Fig. 1: run 1, M1 wires
Supply wires on this layer in grey.
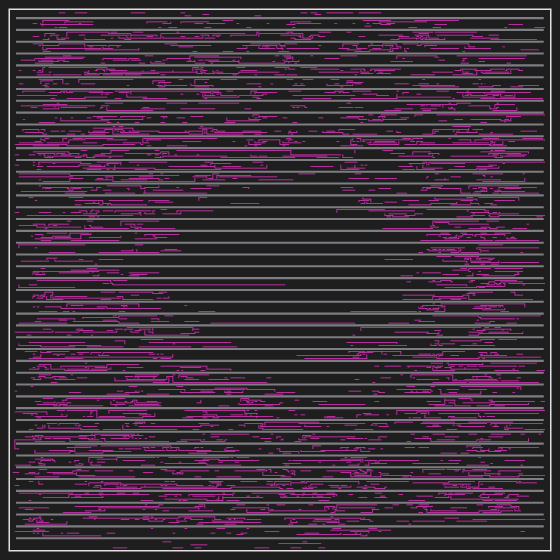
Fig. 2: run 1, where the registers sit
Other sequential cells in the stronger grey, the rest of the logic in the fainter grey.
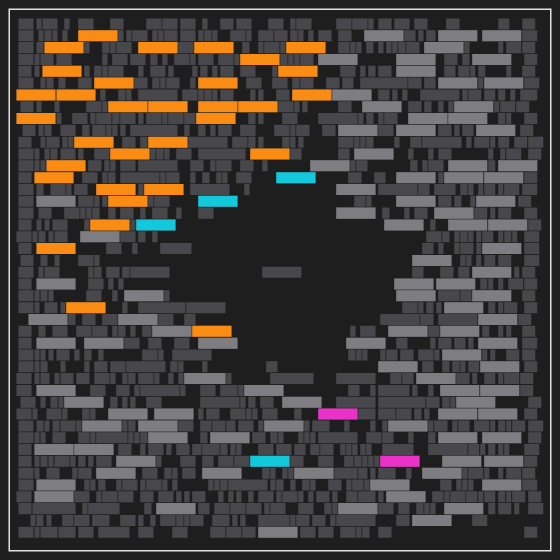
Fig. 3: run 1, gate families picked out
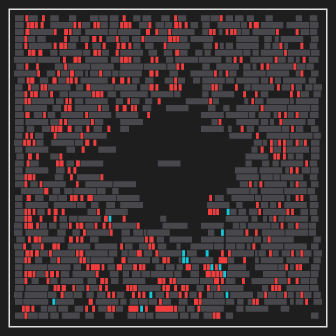
### src/rtl/multicycle_mem_arbiter_pkg.sv
// Shared constants for the two-port multicycle memory arbiter:
// controller state encoding, owner id and the request payload.
package multicycle_mem_arbiter_pkg;

    typedef enum logic [1:0] {
        ST_IDLE     = 2'd0,
        ST_ISSUE    = 2'd1,
        ST_WAIT_RSP = 2'd2,
        ST_RESPOND  = 2'd3
    } arb_state_e;

    typedef enum logic {
        OWNER_P0 = 1'b0,
        OWNER_P1 = 1'b1
    } owner_e;

    typedef struct packed {
        logic        write;
        logic [31:0] addr;
        logic [31:0] wdata;
        logic [3:0]  wmask;
    } mem_req_t;

endpackage

### src/rtl/multicycle_mem_arbiter_grant.sv
// Combinational 2-way grant picker: round-robin on ties unless fixed
// priority is selected, in which case port 0 wins every tie.
module mem_arb_grant
    import multicycle_mem_arbiter_pkg::*;
(
    input  logic   req0,
    input  logic   req1,
    input  owner_e last_grant,
    input  logic   fixed_priority,
    output logic   grant_valid,
    output owner_e grant_id
);

    always_comb begin
        grant_valid = req0 | req1;
        grant_id    = OWNER_P0;
        if (req0 && req1) begin
            if (!fixed_priority && (last_grant == OWNER_P0)) begin
                grant_id = OWNER_P1;
            end
        end else if (req1) begin
            grant_id = OWNER_P1;
        end
    end

endmodule

### src/rtl/multicycle_mem_arbiter.sv
// Two requesters share one memory port; one transaction in flight at a time.
// Handshake: a request transfers in the cycle where pN_req_valid and pN_req_ready are both 1.
module multicycle_mem_arbiter
    import multicycle_mem_arbiter_pkg::*;
#(
    parameter int FIXED_PRIORITY = 0
) (
    input  logic        clock,
    input  logic        reset_n,
    input  logic        p0_req_valid,
    output logic        p0_req_ready,
    input  logic        p0_req_write,
    input  logic [31:0] p0_req_addr,
    input  logic [31:0] p0_req_wdata,
    input  logic [3:0]  p0_req_wmask,
    output logic        p0_rsp_valid,
    output logic [31:0] p0_rsp_rdata,
    input  logic        p1_req_valid,
    output logic        p1_req_ready,
    input  logic        p1_req_write,
    input  logic [31:0] p1_req_addr,
    input  logic [31:0] p1_req_wdata,
    input  logic [3:0]  p1_req_wmask,
    output logic        p1_rsp_valid,
    output logic [31:0] p1_rsp_rdata,
    output logic        mem_req_valid,
    input  logic        mem_req_ready,
    output logic        mem_write,
    output logic [31:0] mem_addr,
    output logic [31:0] mem_wdata,
    output logic [3:0]  mem_wmask,
    input  logic        mem_rsp_valid,
    input  logic [31:0] mem_rdata,
    output arb_state_e  dbg_state
);

    arb_state_e  state;
    arb_state_e  next_state;
    owner_e      last_grant;
    owner_e      owner;
    mem_req_t    req_q;
    logic [31:0] p0_rdata_q;
    logic [31:0] p1_rdata_q;
    logic        grant_valid;
    owner_e      grant_id;
    logic        take_grant;
    logic        take_rsp;
    mem_req_t    p0_req;
    mem_req_t    p1_req;
    logic [31:0] rsp_word;

    assign p0_req = '{write: p0_req_write, addr: p0_req_addr, wdata: p0_req_wdata, wmask: p0_req_wmask};
    assign p1_req = '{write: p1_req_write, addr: p1_req_addr, wdata: p1_req_wdata, wmask: p1_req_wmask};

    mem_arb_grant u_grant (
        .req0           (p0_req_valid),
        .req1           (p1_req_valid),
        .last_grant     (last_grant),
        .fixed_priority (FIXED_PRIORITY != 0),
        .grant_valid    (grant_valid),
        .grant_id       (grant_id)
    );

    assign take_grant = (state == ST_IDLE) && grant_valid;
    assign take_rsp   = (state == ST_WAIT_RSP) && mem_rsp_valid;
    assign rsp_word   = req_q.write ? 32'd0 : mem_rdata;

    always_ff @(posedge clock or negedge reset_n) begin
        if (!reset_n) begin
            state <= ST_IDLE;
        end else begin
            state <= next_state;
        end
    end

    always_comb begin
        next_state    = state;
        p0_req_ready  = 1'b0;
        p1_req_ready  = 1'b0;
        mem_req_valid = 1'b0;
        p0_rsp_valid  = 1'b0;
        p1_rsp_valid  = 1'b0;
        case (state)
            ST_IDLE: begin
                if (grant_valid) begin
                    p0_req_ready = (grant_id == OWNER_P0);
                    p1_req_ready = (grant_id == OWNER_P1);
                    next_state   = ST_ISSUE;
                end
            end
            ST_ISSUE: begin
                mem_req_valid = 1'b1;
                if (mem_req_ready) begin
                    next_state = ST_WAIT_RSP;
                end
            end
            ST_WAIT_RSP: begin
                if (mem_rsp_valid) begin
                    next_state = ST_RESPOND;
                end
            end
            ST_RESPOND: begin
                p0_rsp_valid = (owner == OWNER_P0);
                p1_rsp_valid = (owner == OWNER_P1);
                next_state   = ST_IDLE;
            end
            default: next_state = ST_IDLE;
        endcase
    end

    // last_grant starts at port 1 so that port 0 wins the first tie.
    always_ff @(posedge clock or negedge reset_n) begin
        if (!reset_n) begin
            last_grant <= OWNER_P1;
            owner      <= OWNER_P0;
            req_q      <= '0;
            p0_rdata_q <= 32'd0;
            p1_rdata_q <= 32'd0;
        end else begin
            if (take_grant) begin
                last_grant <= grant_id;
                owner      <= grant_id;
                req_q      <= (grant_id == OWNER_P1) ? p1_req : p0_req;
            end
            if (take_rsp) begin
                if (owner == OWNER_P0) begin
                    p0_rdata_q <= rsp_word;
                end else begin
                    p1_rdata_q <= rsp_word;
                end
            end
        end
    end

    assign mem_write    = req_q.write;
    assign mem_addr     = req_q.addr;
    assign mem_wdata    = req_q.wdata;
    assign mem_wmask    = req_q.wmask;
    assign p0_rsp_rdata = p0_rdata_q;
    assign p1_rsp_rdata = p1_rdata_q;
    assign dbg_state    = state;

endmodule

### config.mk
export PLATFORM = sky130hd
export DESIGN_NAME = multicycle_mem_arbiter
export DESIGN_NICKNAME = d
export VERILOG_FILES = /design/src/rtl/multicycle_mem_arbiter_pkg.sv /design/src/rtl/multicycle_mem_arbiter_grant.sv /design/src/rtl/multicycle_mem_arbiter.sv
export SDC_FILE = /design/constraint.sdc
export NUM_CORES = 1
export LEC_CHECK = 0
export ABC_AREA = 1
export CAP_MARGIN = 10
export CORE_UTILIZATION = 39
export DETAILED_ROUTE_END_ITERATION = 10
export GPL_ROUTABILITY_DRIVEN = 0
export PLACE_DENSITY = 0.8
export SETUP_SLACK_MARGIN = 0.05
export SYNTH_ARGS = -nofsm -noshare
export SYNTH_HDL_FRONTEND = slang
export SYNTH_HIERARCHICAL = 1
export SYNTH_SLANG_ARGS = --single-unit
export TNS_END_PERCENT = 10
### constraint.sdc
create_clock -name clock -period 1.7 [get_ports clock]
set_input_delay 0.34 -clock clock [delete_from_list [all_inputs] [get_ports clock]]
set_output_delay 0.34 -clock clock [all_outputs]
set_load 0.02 [all_outputs]
==> results.txt, run 1 <==
Implementation numbers.

- The run finished, with violations left.
- The checks that failed: negative setup slack.
- The power report puts the net switching power at 7.327 mW.
- The floorplan step set the die height to 124.3 um.
- Per the cell usage report, the commonest logic cells after layout are nand2_1 (312), clkdlybuf4s50_1 (174), dfrtp_1 (136).
- The via count of the first global-routing pass came to 5,865.
- The clock skew after layout is 0.007983 ns.
- The internal power of the cells is 11.09 mW.
- In the floorplan report the effective utilization is 40.11%.
- The clock input transition at the sequential cells of the worst setup and hold paths is 0.06 ns.
- The number of register bits inferred by synthesis is 137.
- The final cycle utilization of the critical path is 106.0%.
- The data arrival time of the critical path is 1.46 ns.
- The pre-CTS setup check shows a worst slack of -0.5832 ns.
- The number of DRC markers after the initial detailed-route iteration is ~330.
- The highest fanout seen on the critical path is 2.
- The report counts max-capacitance violations totalling 0.
- The summed standard-cell area reported by yosys is 0.005829 sq mm.
- The switching part of the total power is between 30% and 40%.
- The number of sinks driven by the clock tree is 137.
- The worst setup path is launched from a flop.
- In this run, the combinational gates consume a little under half of the power.
- CTS built an H-tree with a depth of 4.
- The vias per cell is 4.923.
- The number of instances in the synthesized netlist is 656.
- The total die size is 0.01544 sq mm.
- The clock share of power is 22.2%.
- The average cell area after synthesis is slightly below 9 sq um.
- The area added between synthesis and finish is 70.94%.
- The script logs the mean routed wire length per placed instance as approximately 17 um.
- The post-synthesis net count is 836.
- Yosys stat counts ~660 cells in the synthesized netlist.
- In the final timing run, aggregate negative setup slack is -0.1588 ns.
- The smallest setup slack after layout is -0.1013 ns.
- The number of antenna violations at the first check in global routing came to 0.
- Summing all placed instances gives a cell area of 0.009235 sq mm.
- Global routing finished with a remaining overflow of 0.
- Registers are responsible for about 31% of the overall power.
- The antenna diode instance count is 0.
- Counting along the longest clock path gives a buffer depth of 2.
- The area of all placed cells without fillers is 0.009965 sq mm.
- Once detail routing completed, the nets flagged for antenna violations numbered 0.
- The standard cell core area is around 0.015 sq mm.
- The port buffer count is 315.
- Per the synthesis report, the single largest cell type by area occupies 58.38% of cell area.
- The leakage component of the power is 4.801 nW.
- STA classifies the critical path endpoint as an output pin.
- Max-slew check failures listed in the final report amount to 0.
- The tool warning count is 31.
- The main area contributors are dfrtp_1 (58%), nand2_1 (20%), nand3_1 (5.9%).
- The slew check shows that the tightest pin keeps a relative margin of 65.95%.
- The hold violation total from the final report is 0.
- The total power consumption of the routed design is 18.42 mW.
- Including well taps, the total number of placed cells is 1,143.
- The buffer type at the clock tree root is clkbuf_16.
- The mapped netlist covers between 0.005 and 0.006 sq mm.
- For this run, the top clock speed supported by timing is between 500 and 600 MHz.
- Of the synthesized area, sequential elements account for 58.83%.
- The worst-margin pin slew is 0.5108 ns.
- Setup repair after global routing could not meet its margin everywhere.
- The path class of the lowest-slack min-delay path is input port to async pin.
- The number of buffers created by CTS is 17.
- The floorplan step set the die width to 124.3 um.
- In this run the core area contains between 40 and 50 standard-cell rows.
- The worst endpoint required time is 1.36 ns.
- The count of endpoints failing setup in the final report is 2.
- The detailed-placement wirelength estimate is roughly 13,000 um.
- The biggest area consumer among synthesized cells is dfrtp_1.
- TritonCTS built the clock tree.
- The overall track demand over capacity in global routing is 25.37%.
- The DRC violation count after routing is 0.
- The first-pass GRT wire length is 30,580 um.
- Before antenna repair, the detailed router went through 7 iterations.
- The share of post-route cells with drive strength above 1 is 9.309%.
- The post-synthesis cell type count is 23.
- The clock latency on the worst-skew pair is 0.42 ns.
- Entering global routing, the biggest net connects roughly 65 pins.
- The final layout contains roughly 1,200 nets.
- The power per standard cell area is roughly 1800 mW/mm^2.
- The peak ir drop on the vdd network is approximately 0.00094 V.
- According to the I/O placement log, the pin count is 316.
- The minimum period implied by the final worst setup slack is 1.801 ns.
- The total of warnings raised by yosys is 6.
- The classification of the worst setup path is flop to output pin.
About Fig. 1:
longest straight run	39.6 um
share of all routed wire	40%
nets with wire on the layer	999
met1 track demand over resource in global routing: 30.38%
total length of routed wires: 19,730 um
via count: 5,824

About Fig. 2:
colour	name in the netlist	flops
orange	`mem_wdata`	32
cyan	`mem_wmask`	4
magenta	`dbg_state`	2
Register Area: 0.003430 sq mm
proportion of cell area occupied by registers: 34.42%
utilization after layout: 68.56%
sequential cell power: 5.70 mW

About Fig. 3:
colour	family	cells	most used
red	NAND gates	393	nand2_1
cyan	inverters	14	inv_1
tally of non-filler cells in the final layout: 1,183
logic share of the area: 22.00%
Commonest Layout Cell: nand2_1

==> run 1: sequential cells by signal, summed over array words and instances, names as in the netlist <==
signal and count:
p0_rsp_rdata 32, mem_wdata 32, dbg_state 2, mem_wmask 4, last_grant 1, p1_rsp_rdata 32, mem_addr 32, mem_write 1
owner 1
==> run 1: power by group through the flow <==
| stage | Combinational [mW] | Clock, mW | Sequential, mW |
|---|---|---|---|
| 2_1_floorplan | 2.83 | 0 | 7.60 |
| 4_1_cts | 8.41 | 4.12 | 5.69 |
| 3_5_place_dp | 9.30 | 0 | 5.73 |
| 3_3_place_gp | 9.15 | 0 | 5.72 |
| 6_report | 8.64 | 4.08 | 5.70 |
| 5_1_grt | 9.32 | 4.28 | 5.91 |
==> run 1: path summary, 6_finish.rpt <==
check	start	end	slack [ns]	depth (start not counted)
worst max-delay path	last_grant	p0_req_ready	-0.10	6
worst min-delay path	reset_n	p1_rsp_rdata[17]	0.46	2
worst max register to register	last_grant	mem_addr[17]	0.06	10
worst min register to register	p0_rsp_rdata[30]	p0_rsp_rdata[30]	0.48	2
max in group asynchronous	reset_n	mem_wdata[10]	0.66	3
min in group clock	p0_req_addr[15]	mem_addr[15]	0.48	3
==> run 1: area by class of cell <==
class                           count  area [sq um]
Tap cell                          184         230.2
Clock inverter                     11         193.9
Inverter                           14         52.55
Clock buffer                       21         460.4
Multi-Input combinational cell    469          2192
Fill cell                        1174          4569
Sequential cell                   137          3430
Timing Repair Buffer              347          3406
==> run 1: Yosys cell counts <==
library cell,n
clkbuf_1,10
nand3_1,69
ha_1,4
inv_1,12
nor2_8,2
o21a_1,32
dfrtp_1,136
o21ai_0,32
nand4_1,2
nor2_4,2
nand2_4,1
buf_2,15
nand2_2,3
inv_2,2
a21oi_1,1
buf_6,7
conb_1,1
dfstp_2,1
nand3_2,2
or2_1,1
buf_4,4
nor2_1,1
nand2_1,316
==> run 1: per-stage QoR <==
step           hold WS, ns  util, %
2_1_floorplan      0.04441        -
3_3_place_gp        0.3246    63.54
3_5_place_dp        0.3220    63.54
4_1_cts             0.4522    67.43
5_1_grt             0.4733    68.56
6_report            0.4603    68.56
==> run 1: repair_timing <==
item	CTS	global route
setup endpoints to repair	209	105
gates resized	179	12
hold endpoints to repair	43	0
pin swaps	6	2
cloned	0	4
hold buffers	1	0
buffers inserted	1	2
==> run 1: logic make-up (layout without fill, tap and decap cells) <==
| family | after synthesis | in the layout | synth area share (%) |
|---|---|---|---|
| adders and majority gates | 4 | 4 | 0.8586 |
| buffers and inverters | 50 | 393 | 4.701 |
| AOI/OAI and AO/OA | 65 | 65 | 6.954 |
| other | 1 | 1 | 0.06433 |
| DFF | 137 | 137 | 58.83 |
| and+or+nand+nor | 399 | 399 | 28.59 |
==> run 1: worst max-delay path, stage by stage (launching register included) <==
cell     delay (ns)
dfstp_2        0.55
nor2_4         0.03
nand2_2        0.07
nand2_4        0.06
buf_6          0.12
nor2_8         0.09
buf_6          0.12
==> run 1: layer usage <==
metal	track usage, %	wire length [um]
met1	30.38	7802
met2	41.57	9756
met3	8.806	1645
met4	10.42	527
met5	0	0
==> run 2: changes to the inputs <==
ABC_CLOCK_PERIOD_IN_PS = 1700   (was unset)
Fig. 4: run 2, power grid
Pins as bars on the die edge.
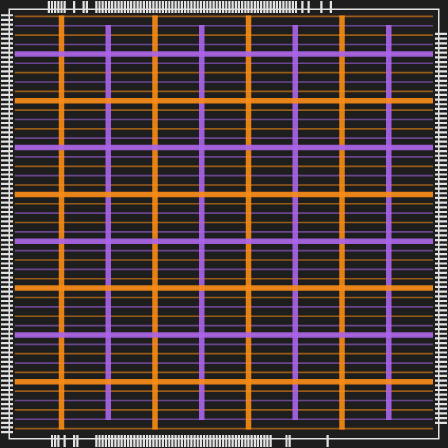
colour	net
purple	VDD
orange	VSS
met5 straps	8
rows	44
signal pins	316
placeable core area: 0.01453 sq mm
vertical die dimension: 124.3 um

==> run 2 against run 1 <==
The flow still finishes with violations (negative setup slack); clock skew unchanged; area after synthesis unchanged; sequential power about the same.
==> results.txt, run 2 <==
Implementation numbers.

- The first-pass GRT wire length was 30,580 um (unchanged).
- The max-cap check violation count came to 0 (unchanged).
- The number of sinks driven by the clock tree came to 137 (unchanged).
- The vias per cell was 4.923 (unchanged).
- The data arrival time of the critical path is 1.46 ns (about the same).
- The layer carrying the most global-route usage is met2 (unchanged).
- The final-stage net count came to 1,166 (unchanged).
- The global routing usage on met3 came to 8.806% (unchanged).
- The port buffer count was 315 (unchanged).
- The count of endpoints failing setup in the final report is 2 (unchanged).
- The clock input transition at the sequential cells of the worst setup and hold paths is 0.06 ns (about the same).
- The highest fanout seen on the critical path came to 2 (unchanged).
- The remaining antenna violation count after routing is 0 (unchanged).
- The and-or/or-and share of the synthesized area is 6.954% (unchanged).
- The tool warning count was 31 (unchanged).
- The classification of the worst setup path was flop to output pin (unchanged).
- Outcome: finished with violations (unchanged).
- The maximum clock frequency is 555.2 MHz (unchanged).
- The worst endpoint required time is 1.36 ns (about the same).
- The DRC violation count after routing came to 0 (unchanged).
- The antenna diode instance count is 0 (unchanged).
- The sequential-to-total area share from yosys stat is 58.83% (unchanged).
- The number of instances in the synthesized netlist is 656 (unchanged).
- The number of cells on the worst reg-to-reg path was 10 (unchanged).
- The wire length after detailed routing is 19,730 um (unchanged).
- The average cell area after synthesis is 8.886 sq um (unchanged).
- The highest cell delay on the worst timing path is 0.55 ns (about the same).
- The count of pins on the block boundary was 316 (unchanged).
- The via count of the first global-routing pass is 5,865 (unchanged).
- The detailed-placement wirelength estimate came to 13,100 um (unchanged).
- The library cell with the highest instance count after synthesis is nand2_1 (unchanged).
- The number of rows in the core area is 44 (unchanged).
- The overall track demand over capacity in global routing was 25.37% (unchanged).
- The power per standard cell area is 1848 mW/mm^2 (unchanged).
- The cell count listed in synth_stat.txt is 656 (unchanged).
- The share of post-route cells with drive strength above 1 is 9.309% (unchanged).
- The summed standard-cell area reported by yosys is 0.005829 sq mm (unchanged).
- Violated checks: negative setup slack (unchanged).
- The floorplan-stage core utilization is 40.11% (unchanged).
- The area added between synthesis and finish was 70.94% (unchanged).
- The number of register bits inferred by synthesis is 137 (unchanged).
- The combined area of the multi-input logic cells is 0.002192 sq mm (unchanged).
- The post-synthesis cell type count is 23 (unchanged).
- The die boundary width came to 124.3 um (unchanged).
- The sum of overflow across all layers after global routing is 0 (unchanged).
- The smallest setup slack after layout is -0.1013 ns (unchanged).
- The max-slew headroom at the worst pin is 65.95% (unchanged).
- The cell type of the slowest stage on the worst timing path is dfstp_2 (unchanged).
- The number of H-tree branching levels came to 4 (unchanged).
- Cells along the critical path: nor2_4 -> nand2_2 -> nand2_4 -> buf_6 -> nor2_8 -> buf_6 (unchanged).
- The leakage component of the power was 4.801 nW (unchanged).
- The met2 capacity usage during global routing came to 41.57% (unchanged).
- The dominant register cell is dfrtp_1 (unchanged).
- The clock latency on the worst-skew pair was 0.42 ns (about the same).
- The register area came to 0.003430 sq mm (unchanged).
- The kind of start point of the critical path is a flop (unchanged).
- The biggest combinational cell group after synthesis is simple AND/OR/NAND/NOR gates (unchanged).
- The via count is 5,824 (unchanged).
- The average wire per standard cell is 16.68 um (unchanged).
- The total power consumption of the routed design came to 18.42 mW (unchanged).
- The total of warnings raised by yosys came to 6 (unchanged).
- The path class of the lowest-slack min-delay path is input port to async pin (unchanged).
- The simple-gate area share of the yosys netlist was 28.59% (unchanged).
- The minimum period implied by the final worst setup slack is 1.801 ns (unchanged).
- The number of filler cells placed in the layout is 1,174 (unchanged).
- The hold violation total from the final report is 0 (unchanged).
- The clock skew after layout came to 0.007983 ns (unchanged).
- The area fraction of the dominant cell type after synthesis is 58.38% (unchanged).
- The buffer type at the clock tree root was clkbuf_16 (unchanged).
- The number of antenna violations at the first check in global routing is 0 (unchanged).
- The setup TNS came to -0.1588 ns (unchanged).
- The biggest area consumer among synthesized cells is dfrtp_1 (unchanged).
- The worst hold slack came to 0.4603 ns (unchanged).
- Top Layout Cells: nand2_1 (312), clkdlybuf4s50_1 (174), dfrtp_1 (136) (unchanged).
- The pin count of the biggest net entering global routing is 65 (unchanged).
- The CTS tree is built (unchanged).
- The proportion of register bits with asynchronous set or reset after synthesis is 100.0% (unchanged).
- Biggest area cells: dfrtp_1 (58%), nand2_1 (20%), nand3_1 (5.9%) (unchanged).
- The peak ir drop on the vdd network is 0.0009400 V (unchanged).
- Most used standard cells in the synthesized netlist: nand2_1 (316), dfrtp_1 (136), nand3_1 (69) (unchanged).
- The total die size was 0.01544 sq mm (unchanged).
- The cell count along the critical path was 6 (unchanged).
- The most numerous logic cell after layout is nand2_1 (unchanged).
- The critical path's most frequent cell was buf_6 (unchanged).
- The count of flip-flops with a built-in enable after synthesis came to 0 (unchanged).
- The final number of max-transition violations is 0 (unchanged).
- The xor and xnor fraction of the mapped netlist area came to 0% (unchanged).
- The number of iterations in the first detailed-routing pass is 7 (unchanged).
- The buffer levels on the longest clock path is 2 (unchanged).
- The cell family with the largest share of critical-path delay is flip-flops (unchanged).
- Unrepaired setup endpoints after global routing: yes (unchanged).
- The final cycle utilization of the critical path is 106.0% (unchanged).
- The number of buffers created by CTS was 17 (unchanged).
- The capturing element type of the critical path was an output pin (unchanged).
- The worst-margin pin slew came to 0.5108 ns (unchanged).
- The worst path buffer plus inverter count is 2 (unchanged).
- The routing usage on met1 came to 30.38% (unchanged).
- The post-synthesis adder-cell area fraction is 0.8586% (unchanged).
- The post-synthesis net count is 836 (unchanged).
- The cell area after technology mapping came to 0.005829 sq mm (unchanged).
- The number of DRC markers after the initial detailed-route iteration is 325 (unchanged).
- The area fraction in mux cells came to 0% (unchanged).
-- run 2: cell counts after synthesis --
Identical to the previous run, type by type.
-- run 2: cell type report --
class	count	area share, %
Inverter	14	0.5274
Clock inverter	11	1.946
Sequential cell	137	34.42
Timing Repair Buffer	347	34.18
Clock buffer	21	4.621
Multi-Input combinational cell	469	22.00
Tap cell	184	2.310
-- run 2: worst register-to-register path: stages, from the launching register on --
cell,delay (ns)
dfstp_2,0.55
nor2_4,0.03
nand2_2,0.07
nand2_4,0.06
buf_6,0.12
nor2_8,0.09
buf_4,0.16
buf_12,0.14
clkbuf_16,0.20
nand2_1,0.08
nand3_1,0.08
-- run 2: path summary, 6_finish.rpt --
kind | slack [ns] | end | from
max | -0.10 | p0_req_ready | last_grant
min | 0.46 | p1_rsp_rdata[17] | reset_n
max reg2reg | 0.06 | mem_addr[17] | last_grant
min reg2reg | 0.48 | p0_rsp_rdata[30] | p0_rsp_rdata[30]
max in group asynchronous | 0.66 | mem_wdata[10] | reset_n
min in group clock | 0.48 | mem_addr[15] | p0_req_addr[15]
-- run 2: repair_timing --
action,in CTS,in global routing
gates resized,179,12
endpoints found under the hold margin,43,0
endpoints found under the setup margin,209,105
setup buffers,1,2
gates cloned,0,4
pin swaps,6,2
hold buffers,1,0
-- run 2: cells by family after synthesis --
| logic type | Yosys count |
|---|---|
| AOI/OAI and AO/OA | 65 |
| buffers and inverters | 50 |
| adders and majority gates | 4 |
| DFF | 137 |
| and+or+nand+nor | 399 |
| other | 1 |
-- run 2: stage by stage --
stage | setup slack [ns] | utilization, % | instances | cell area (sq um)
floorplan | 0.09110 | - | 656 | 5829
global placement | -0.5648 | 63.54 | 1143 | 9235
finish | -0.1013 | 68.56 | 1183 | 9965
detailed placement | -0.5832 | 63.54 | 1143 | 9235
global route | -0.1486 | 68.56 | 1183 | 9965
CTS | -0.1290 | 67.43 | 1177 | 9801
-- run 2: report_power, final --
part	total [mW]	internal (mW)	switching [mW]
registers	5.70	4.86	0.843
logic	8.64	3.56	5.08
clock network	4.08	2.68	1.40
-- run 2: metal layers --
| layer | wire (um) | share of wire (%) |
|---|---|---|
| met4 | 527 | 2.7 |
| met1 | 7802 | 40 |
| met5 | 0 | 0 |
| met2 | 9756 | 49 |
| met3 | 1645 | 8.3 |
==> run 3: changes to the inputs <==
ABC_CLOCK_PERIOD_IN_PS = unset   (was 1700)
GPL_TIMING_DRIVEN = 0   (was unset)
Fig. 5: run 3, where the registers sit
Other sequential cells in the stronger grey, the rest of the logic in the fainter grey.
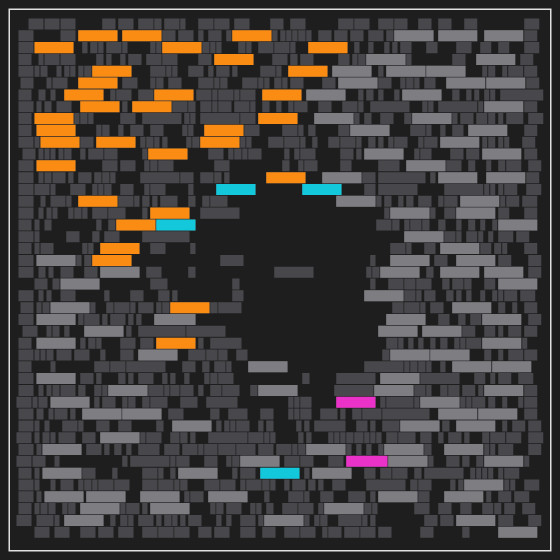
colour	name in the netlist	flops
magenta	`dbg_state`	2
orange	`mem_wdata`	32
cyan	`mem_wmask`	4
utilization after layout: 68.20%
proportion of cell area occupied by registers: 34.61%
sequential cell power: 5.71 mW
Register Area: 0.003431 sq mm

==> run 3 against run 2 <==
The run still ends with negative setup slack left; area after synthesis stayed put; final area is 0.53% lower; routed wire length is 0.42% higher; combinational power is 0.8% lower; count of clock-buffer cells in the layout is 1 higher; critical endpoint is now p1_req_ready; largest power group unchanged.
==> results.txt, run 3 <==
Implementation numbers.

- The pin count of the biggest net entering global routing is 97 (was 65).
- The final-stage net count is 1,184 (was 1,166).
- The post-synthesis cell type count is 23 (unchanged).
- The worst-margin pin slew is 0.5051 ns (was 0.5108 ns).
- The worst endpoint required time came to 1.36 ns (about the same).
- The capturing element type of the critical path was an output pin (unchanged).
- Top Layout Cells: nand2_1 (314), clkdlybuf4s50_1 (172), dfrtp_1 (135) (was nand2_1 (312), clkdlybuf4s50_1 (174), dfrtp_1 (136)).
- The number of H-tree branching levels is 4 (unchanged).
- The standard cell core area came to 0.01453 sq mm (unchanged).
- The overall track demand over capacity in global routing is 27.05% (was 25.37%).
- The CTS tree is built (unchanged).
- The count of pins on the block boundary is 316 (unchanged).
- The power per standard cell area is 1839 mW/mm^2 (was 1848 mW/mm^2).
- The count of endpoints failing setup in the final report is 17 (was 2).
- The smallest setup slack after layout is -0.1608 ns (was -0.1013 ns).
- The vias per cell was 4.889 (was 4.923).
- Unrepaired setup endpoints after global routing: yes (unchanged).
- The max-slew headroom at the worst pin is 66.33% (was 65.95%).
- The number of sinks driven by the clock tree was 137 (unchanged).
- The hold violation total from the final report is 0 (unchanged).
- The number of buffers created by CTS came to 17 (unchanged).
- Biggest area cells: dfrtp_1 (58%), nand2_1 (20%), nand3_1 (5.9%) (unchanged).
- The final cycle utilization of the critical path is 109.5% (was 106.0%).
- The first-pass GRT wire length is 32,520 um (was 30,580 um).
- The average cell area after synthesis is 8.886 sq um (unchanged).
- The share of post-route cells with drive strength above 1 is 10.42% (was 9.309%).
- The path class of the lowest-slack min-delay path is input port to async pin (unchanged).
- The number of DRC markers after the initial detailed-route iteration is 326 (was 325).
- The library cell with the highest instance count after synthesis is nand2_1 (unchanged).
- The classification of the worst setup path is flop to output pin (unchanged).
- The clock input transition at the sequential cells of the worst setup and hold paths is 0.06 ns (about the same).
- The port buffer count is 315 (unchanged).
- The DRC violation count after routing is 0 (unchanged).
- The die boundary width is 124.3 um (unchanged).
- The data arrival time of the critical path came to 1.52 ns (was 1.46 ns).
- The final number of max-transition violations is 0 (unchanged).
- The number of rows in the core area came to 44 (unchanged).
- The total of warnings raised by yosys is 6 (unchanged).
- The number of antenna violations at the first check in global routing came to 1 (was 0).
- Violated checks: negative setup slack (unchanged).
- The source of the critical timing path is last_grant (unchanged).
- The cell count listed in synth_stat.txt is 656 (unchanged).
- The most numerous logic cell after layout was nand2_1 (unchanged).
- The area fraction of the dominant cell type after synthesis came to 58.38% (unchanged).
- Outcome: finished with violations (unchanged).
- The peak ir drop on the vdd network was 0.0009428 V (was 0.0009400 V).
- The sequential-to-total area share from yosys stat came to 58.83% (unchanged).
- The area of all placed cells without fillers was 0.009912 sq mm (was 0.009965 sq mm).
- The maximum clock frequency is 537.4 MHz (was 555.2 MHz).
- The post-synthesis net count is 836 (unchanged).
- The max-cap check violation count was 0 (unchanged).
- The kind of start point of the critical path was a flop (unchanged).
- The buffer levels on the longest clock path is 2 (unchanged).
- The minimum period implied by the final worst setup slack is 1.861 ns (was 1.801 ns).
- The worst hold slack was 0.4114 ns (was 0.4603 ns).
- The number of instances in the synthesized netlist came to 656 (unchanged).
- The biggest area consumer among synthesized cells is dfrtp_1 (unchanged).
- The total die size came to 0.01544 sq mm (unchanged).
- The area added between synthesis and finish was 70.04% (was 70.94%).
- The number of iterations in the first detailed-routing pass came to 6 (was 7).
- The summed standard-cell area reported by yosys came to 0.005829 sq mm (unchanged).
- The cell area after technology mapping is 0.005829 sq mm (unchanged).
- The setup TNS is -0.4600 ns (was -0.1588 ns).
- The leakage component of the power is 4.847 nW (was 4.801 nW).
run 3: worst max-delay path: stages (launching register included):
cell	delay, ns
dfstp_2	0.55
nor2_4	0.04
nand2_2	0.07
nand2_4	0.08
inv_4	0.08
nor2_8	0.04
buf_6	0.11
buf_6	0.12
run 3: layer usage:
layer	up-vias	wire [um]	GRT usage (%)
met4	0	637	12.19
met5	-	0	0
li1	2795	-	-
met3	46	1663	9.149
met2	268	9648	44.62
met1	2767	7865	31.81
run 3: what timing repair did:
action                                 4_1_cts  5_1_grt
setup endpoints to repair                  199       99
endpoints found under the hold margin       41        0
pin swaps                                    8        7
hold buffers                                 1        0
setup buffers                                8        6
gates resized                              184       25
run 3: worst paths after layout:
kind                                    end  slack, ns  depth (start not counted)
setup / recovery               p1_req_ready      -0.16                          7
hold / removal             p0_rsp_rdata[15]       0.41                          2
setup reg to reg           p1_rsp_rdata[23]      -0.03                          8
hold reg to reg            p0_rsp_rdata[12]       0.48                          2
max in group asynchronous        last_grant       0.45                          3
min in group clock             mem_addr[26]       0.48                          3
run 3: cell type report:
class	instances	area [sq um]	area share, %
sequential	137	3431	34.61
timing repair buffer	329	3129	31.57
buffer	36	251.5	2.537
clock buffer	22	464.2	4.683
clock inverter	10	166.4	1.679
multi-input combinational	469	2182	22.01
antenna	1	2.502	0.02525
inverter	14	55.05	0.5554
tap	184	230.2	2.323
run 3: power breakdown:
group / switching [mW] / total, mW / leakage (nW) / internal [mW]
Clock: 1.41 / 3.95 / 0.301 / 2.54
Sequential: 0.850 / 5.71 / 1.68 / 4.86
Combinational: 5.08 / 8.57 / 2.87 / 3.49
Total: 7.34 / 18.2 / 4.85 / 10.9
run 3: cell families (layout without fill, tap and decap cells):
logic type,count (synthesis),in the layout,share of synthesized area (%)
buffers and inverters,50,411,4.701
AND-OR/OR-AND,65,65,6.954
other,1,2,0.06433
flip-flops,137,137,58.83
adder cells (fa/ha/maj),4,4,0.8586
AND/OR/NAND/NOR,399,399,28.59
run 3: stage by stage:
step / utilization, % / cells / worst slack (ns) / power, mW
CTS: 67.69 / 1197 / -0.2247 / 18.28
floorplan: - / 656 / 0.09110 / 10.43
finish: 68.20 / 1202 / -0.1608 / 18.23
global route: 68.20 / 1202 / -0.2104 / 19.41
detailed placement: 63.58 / 1156 / -0.9557 / 15.08
global placement: 63.39 / 1155 / -5.381 / 14.93
Power figures rest on the tool's default switching activity, not on a simulated workload.
